==> images/placed.png <==
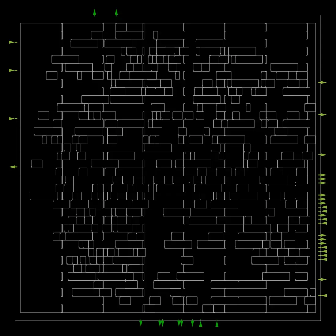
==> images/port_trees.png <==
Scale: 4 px per um.
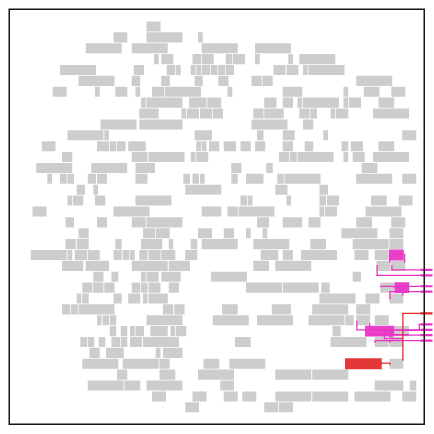
==> images/clock_wires.png <==
Scale: 3 px per um.
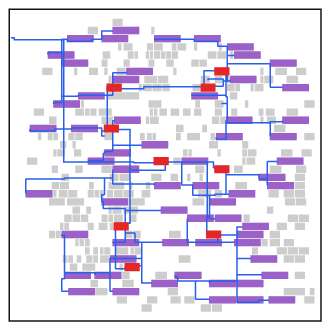
==> images/ff_map.png <==
Scale: 3 px per um.
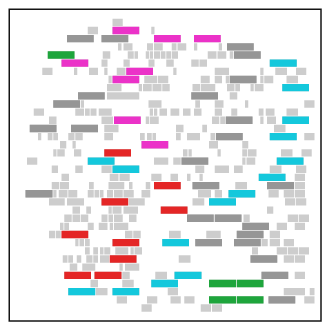
==> images/class_map.png <==
Scale: 3 px per um.
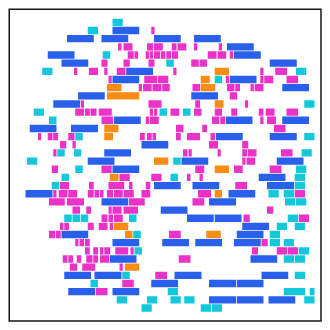
### config.mk
export PLATFORM = sky130hd
export DESIGN_NAME = vram_scanout
export DESIGN_NICKNAME = d
export VERILOG_FILES = /design/src/rtl/vram_pkg.sv /design/src/rtl/sync_delay.sv /design/src/rtl/vram_scanout.sv
export SDC_FILE = /design/constraint.sdc
export NUM_CORES = 1
export LEC_CHECK = 0
export ABC_CLOCK_PERIOD_IN_PS = 2090
export CELL_PAD_IN_SITES_DETAIL_PLACEMENT = 0
export CELL_PAD_IN_SITES_GLOBAL_PLACEMENT = 1
export CORE_MARGIN = 1.5
export CORE_UTILIZATION = 28
export DETAILED_ROUTE_END_ITERATION = 10
export PLACE_DENSITY_LB_ADDON = 0.1
export SETUP_SLACK_MARGIN = 0.05
export SYNTH_ARGS = -nofsm -noshare
export SYNTH_HDL_FRONTEND = slang
export SYNTH_SLANG_ARGS = --single-unit
### constraint.sdc
create_clock -name render_clk -period 2.09 [get_ports render_clk]
set_input_delay 0.627 -clock render_clk [delete_from_list [all_inputs] [get_ports render_clk]]
set_output_delay 0.627 -clock render_clk [all_outputs]
set_load 0.01 [all_outputs]
### src/rtl/vram_pkg.sv
// Shared constants and inter-stage bundles for the VRAM render-side reader.
// Framebuffer is 256x192 at 4 bpp, packed two pixels per byte.
package vram_pkg;

  localparam int VRAM_DEPTH     = 24576;
  localparam int FB_W           = 256;
  localparam int FB_H           = 192;
  localparam int FB_BPP         = 4;
  localparam int BYTES_PER_LINE = 128;
  localparam int ADDR_W         = 15;
  localparam int PIPE_LAT       = 3;

  typedef struct packed {
    logic nib_sel;
    logic in_range;
  } fetch_t;

endpackage

### src/rtl/sync_delay.sv
// Fixed-depth shift register used to align timing signals with pixel data.
// Every stage clears on reset.
module sync_delay #(
  parameter int W = 1,
  parameter int D = 3
) (
  input  logic         clk,
  input  logic         rst_n,
  input  logic [W-1:0] d,
  output logic [W-1:0] q
);

  logic [W-1:0] sr_q [D];
  logic [W-1:0] sr_d [D];

  always_comb begin
    sr_d[0] = d;
    for (int i = 1; i < D; i++) begin
      sr_d[i] = sr_q[i-1];
    end
  end

  always_ff @(posedge clk or negedge rst_n) begin
    if (!rst_n) begin
      for (int i = 0; i < D; i++) begin
        sr_q[i] <= '0;
      end
    end else begin
      sr_q <= sr_d;
    end
  end

  assign q = sr_q[D-1];

endmodule

### src/rtl/vram_scanout.sv
// Raster-order VRAM reader: address generation, nibble unpack and
// pixel replication, with sync/DE delayed to match pixel latency.
module vram_scanout #(
  parameter int H_PIXELS = vram_pkg::FB_W,
  parameter int V_LINES  = vram_pkg::FB_H,
  parameter int SCALE    = 2,
  parameter int ADDR_W   = vram_pkg::ADDR_W
) (
  input  logic              render_clk,
  input  logic              rst_n,
  input  logic              frame_start,
  input  logic              win_de,
  input  logic              hsync_in,
  input  logic              vsync_in,
  output logic [ADDR_W-1:0] render_addr,
  input  logic [7:0]        render_data,
  output logic [3:0]        pix_idx,
  output logic              de_out,
  output logic              hsync_out,
  output logic              vsync_out,
  output logic              frame_done
);
  import vram_pkg::*;

  localparam int PXW = $clog2(H_PIXELS + 1);
  localparam int PYW = $clog2(V_LINES + 1);

  localparam logic [1:0]        SUB_MAX   = 2'(SCALE - 1);
  localparam logic [PXW-1:0]    PX_END    = PXW'(H_PIXELS);
  localparam logic [PYW-1:0]    PY_END    = PYW'(V_LINES);
  localparam logic [PYW-1:0]    PY_LAST   = PYW'(V_LINES - 1);
  localparam logic [ADDR_W-1:0] LINE_STEP = ADDR_W'(H_PIXELS / 2);

  logic [1:0]        hsub_q, hsub_d;
  logic [1:0]        vsub_q, vsub_d;
  logic [PXW-1:0]    px_q, px_d;
  logic [PYW-1:0]    py_q, py_d;
  logic [ADDR_W-1:0] base_q, base_d;
  logic [ADDR_W-1:0] addr_q, addr_d;
  logic              de_q;
  logic              done_q, done_d;
  fetch_t            s1_q, s1_d;
  fetch_t            s2_q;
  logic [3:0]        pix_q, pix_d;
  logic              in_range;
  logic              line_end;
  logic [2:0]        sync_q;

  always_comb begin
    in_range = (px_q != PX_END) && (py_q != PY_END);
    line_end = de_q && !win_de;

    hsub_d = hsub_q;
    vsub_d = vsub_q;
    px_d   = px_q;
    py_d   = py_q;
    base_d = base_q;
    addr_d = addr_q;
    done_d = 1'b0;

    s1_d.nib_sel  = px_q[0];
    s1_d.in_range = win_de && in_range;

    // Out-of-window fetches leave the address where it was.
    if (win_de && in_range) begin
      addr_d = base_q + ADDR_W'(px_q[PXW-1:1]);
    end

    if (frame_start) begin
      hsub_d = '0;
      vsub_d = '0;
      px_d   = '0;
      py_d   = '0;
      base_d = '0;
    end else if (win_de) begin
      if (hsub_q == SUB_MAX) begin
        hsub_d = '0;
        if (px_q != PX_END) begin
          px_d = px_q + PXW'(1);
        end
      end else begin
        hsub_d = hsub_q + 2'd1;
      end
    end else if (line_end) begin
      hsub_d = '0;
      px_d   = '0;
      if (vsub_q == SUB_MAX) begin
        vsub_d = '0;
        done_d = (py_q == PY_LAST);
        if (py_q != PY_END) begin
          py_d   = py_q + PYW'(1);
          base_d = base_q + LINE_STEP;
        end
      end else begin
        vsub_d = vsub_q + 2'd1;
      end
    end

    pix_d = 4'h0;
    if (s2_q.in_range) begin
      pix_d = s2_q.nib_sel ? render_data[3:0] : render_data[7:4];
    end
  end

  always_ff @(posedge render_clk or negedge rst_n) begin
    if (!rst_n) begin
      hsub_q <= '0;
      vsub_q <= '0;
      px_q   <= '0;
      py_q   <= '0;
      base_q <= '0;
      addr_q <= '0;
      de_q   <= 1'b0;
      done_q <= 1'b0;
      s1_q   <= '0;
      s2_q   <= '0;
      pix_q  <= '0;
    end else begin
      hsub_q <= hsub_d;
      vsub_q <= vsub_d;
      px_q   <= px_d;
      py_q   <= py_d;
      base_q <= base_d;
      addr_q <= addr_d;
      de_q   <= win_de;
      done_q <= done_d;
      s1_q   <= s1_d;
      s2_q   <= s1_q;
      pix_q  <= pix_d;
    end
  end

  sync_delay #(
    .W (3),
    .D (PIPE_LAT)
  ) u_sync (
    .clk   (render_clk),
    .rst_n (rst_n),
    .d     ({win_de, hsync_in, vsync_in}),
    .q     (sync_q)
  );

  assign render_addr = addr_q;
  assign pix_idx     = pix_q;
  assign frame_done  = done_q;
  assign de_out      = sync_q[2];
  assign hsync_out   = sync_q[1];
  assign vsync_out   = sync_q[0];

endmodule

==> summary.txt <==
Notes on the flow outputs.

- The run finished with clean final reports.
- Per the finish-stage timing summary, setup violations number 0.
- Of the post-synthesis cell area, the dominant cell type holds 55.0%.
- The number of antenna violations at the first check in global routing is 0.
- In the synthesis report, Yosys lists the chip area as 2820 sq um.
- The initial standard-cell utilization of the core reads 28.9%.
- The number of levels the H-tree was split into is 3.
- The longest clock path from root to sink contains 2 buffers.
- After detailed routing, the average wire length per cell comes to 14.0 um.
- The main flop type after synthesis reads dfrtp_1.
- STA lists the endpoint of the worst register-to-register path as px_q[4].
- The critical-path maximum fanout reads 9.
- The path class of the lowest-slack min-delay path reads in -> async.
- The kind of start point of the critical path reads a primary input.
- The pin count of the biggest net entering global routing is 63.
- The first global-routing pass estimated 10800 um of wire.
- IR analysis of the VDD net gives a maximum drop of 344 uV.
- After synthesis, the share of flip-flops with an asynchronous set or reset is 100%.
- From left edge to right edge, the die measures 103 um.
- Per the post-route antenna check, the number of violating nets is 0.
- The synthesized area reads 2820 sq um.
- Routability-driven placement finished with a final weighted congestion of 0.805.
- The height of the chip is 103 um.
- The fmax is 0.518 GHz.
- After detailed routing, the number of vias per cell comes to 4.49.
- The total number of vias is 1998.
- The worst register-to-register path has a setup slack of 240 ps.
- The kind of critical path is in -> reg.
- The TritonCTS clock tree reads done.
- The depth of the most critical reg-to-reg path reads 7.
- The first TritonRoute pass finished after 4 iterations.
- The synthesis-stage register bit count reads 62.
- The total power per unit cell area reads 680 nW/um^2.
- The data arrival time reported for the critical path is 2220 ps.
- In the layout the commonest cells are dfrtp_1 (62), clkdlybuf4s50_1 (35), buf_4 (22).
- After synthesis, the netlist uses 51 different library cells.
- Setup repair after global routing left no endpoint under its margin.
- The fraction of layout cells with a size suffix above 1 reads 15.7%.
- The placement row count is 36.
- The clock root buffer master is clkbuf_8.
- The cell count after placement is 429.
- The number of cells upsized or downsized after cts reads 0.
- The area added between synthesis and finish reads 30.9%.
- The synthesized net count reads 266.
- The completed layout was analyzed and its total power is 2.51 mW.
- The max-slew headroom at the worst pin reads 71.7%.
- The final hold violation count reads 0.
- Counting I/O delays and the setup requirement, the final critical path takes 1930 ps.
- The final layout contains 327 nets.
- The post-cts hold-fix buffer tally is 0.
- The count of mapped cells out of synthesis is 246.
- STA classifies the critical path endpoint as a register.
- The sink count of the clock tree reads 62.
- The final hold slack reads 268 ps.
- The global route total overflow is 0.
- The floorplan report gives the top-level pin count as 37.
- The synthesized design spends more area on one cell type than any other, namely dfrtp_1.
- The final critical path takes up 92.3% of the cycle.
- The first-iteration detailed-routing DRC count reads 69.
- The max-cap check violation count reads 0.
- By area the synthesized netlist is led by dfrtp_1 (55%), mux2_1 (5.2%), xnor2_1 (3.4%).
- As logged by OpenROAD, the buffers inserted on ports number 36.
- The core occupancy in the finished layout is 37.8%.
- The per-instance average area after synthesis reads 11.5 sq um.
- The post-CTS clock slew at the launch and capture registers of the worst setup and hold paths reads 80 ps.
- The number of enable flip-flop cells reads 0.
- The number of DRC violations after detailed routing is 0.
- The global router's overall resource usage reads 13.4%.
- For this run, the register share of the synthesized area comes to 55.0%.
- The clock buffer count from CTS is 9.
- The worst path required time reads 2380 ps.
- The synthesis report lists the Yosys warning total as 0.
- The number of global-route vias before repair reads 2095.
- The total leakage power reads 1.63 nW.
- The cell count listed in synth_stat.txt reads 246.
- The number of setup buffers added after CTS is 0.
- The launch instance of the worst register-to-register path is px_q[0].
- The OpenROAD warning count reads 28.
- The source-to-sink clock delay at the later pin of the worst-skew pair is 340 ps.
- The max-slew violation count reads 0.
- The worst clock skew on the final layout reads 9.34 ps.
- The detailed-route wire length reads 6220 um.
- The area of the die is 10700 sq um.
- Looking at the max-slew report, the worst-margin pin has a slew of 413 ps.
- The most used logic cell in the final layout is dfrtp_1.
- The count of antenna diodes in the layout is 0.
- The HPWL reported at the end of detailed placement is 4400 um.
Back to the opening pictures, placed.png:
fin cells: 445
Seq area share: 42.0%
placeable core area: 9770 sq um

Back to the opening pictures, port_trees.png:
legend:
  red:
    port: `vsync_out`
    bits: 1
    direction: output
    edge: right
    end_cells: 1
    buffers: 1
    wire: 19.2 um
  magenta:
    port: `render_data`
    bits: 8
    direction: input
    edge: right
    end_cells: 4
    buffers: 8
    wire: 123 um

Back to the opening pictures, clock_wires.png:
legend:
  red:
    item: clock-net drivers
    count: 9
  purple:
    item: flip-flops
    count: 62
  blue:
    item: clock wires
    length: 943 um
routed clock nets: 10
flops lie: widely spread

Back to the opening pictures, ff_map.png:
legend:
  green:
    signal: `u_sync.sr_d`
    sequential_cells: 5
  cyan:
    signal: `render_addr`
    sequential_cells: 15
  magenta:
    signal: `py_q`
    sequential_cells: 8
    where: top middle
  red:
    signal: `px_q`
    sequential_cells: 9
not coloured: 25

Back to the opening pictures, class_map.png:
legend:
  cyan:
    class: remaining buffers and delay cells
    cells: 59
  magenta:
    class: remaining logic cells
    cells: 175
  orange:
    class: clock drivers and dummy loads
    cells: 16
  blue:
    class: registers
    cells: 62

-- synth_stat cells, types with 4 or more instances --
cell and number:
dfrtp_1 62, nor2_1 19, nand2_1 14, mux2_1 13, nand3_1 13, xnor2_1 11
a21oi_1 10, xor2_1 10, inv_1 8, clkbuf_1 6, ha_1 6, nand4_1 6
nor2b_1 6, nor3_1 5, mux2i_1 4
-- kinds of logic after synthesis --
kind of cell	Yosys count	share of synthesized area (%)
AND-OR/OR-AND	33	8.51
XOR/XNOR	21	6.52
multiplexers	17	6.60
buffers and inverters	18	2.62
flip-flops	62	55.0
AND/OR/NAND/NOR	89	18.1
adder cells (fa/ha/maj)	6	2.66
-- worst max-delay path, stage by stage --
cell and delay (ps):
clkdlybuf4s50_1 510, buf_4 170, nand2b_1 90, a2111oi_2 360, buf_4 210, and2_0 120, o22a_1 120
-- state kept, by name, summed over array words and instances (netlist names) --
name	cells
base_q	8
de_q	1
pix_idx	4
s2_q	2
px_q	9
u_sync.q	3
s1_q	2
hsub_q	2
vsub_q	2
frame_done	1
py_q	8
u_sync.sr_d	5
render_addr	15
-- where the power goes --
| part | internal, mW | total, mW | switching (mW) |
|---|---|---|---|
| Combinational | 0.0838 | 0.173 | 0.0896 |
| Clock | 0.565 | 1.10 | 0.536 |
| Sequential | 1.22 | 1.24 | 0.0141 |
| Total | 1.87 | 2.51 | 0.639 |
-- worst max path at each step --
stage,from,end,slack (ps)
floorplan,win_de,base_q[12],280
global placement,win_de,base_q[12],-150
detailed placement,win_de,px_q[4],-170
CTS,render_addr[5],render_addr[5],150
global route,win_de,px_q[7],80
finish,win_de,px_q[3],160
-- layer usage --
metal  vias to the layer above  global-route usage [%]  share of wire [%]
li1                       1001                       -                  -
met1                       953                    18.6                 51
met2                        37                    19.7                 43
met4                         0                    6.03                1.4
met5                         -                       0                  0
met3                         7                    3.36                4.5
-- through the flow --
step	TNS [ps]	setup slack (ps)	instance area [sq um]
finish	0	160	3690
global route	0	78.1	3690
CTS	0	148	3690
detailed placement	-2250	-170	3490
global placement	-2000	-149	3490
floorplan	0	284	2820
-- layout make-up --
type | count | area [sq um]
Timing Repair Buffer | 59 | 541
Clock buffer | 9 | 124
Sequential cell | 62 | 1550
Multi-Input combinational cell | 166 | 1200
Fill cell | 1012 | 6080
Clock inverter | 7 | 80.1
Tap cell | 133 | 166
Inverter | 9 | 33.8
Power is estimated from default activity; no workload was simulated.
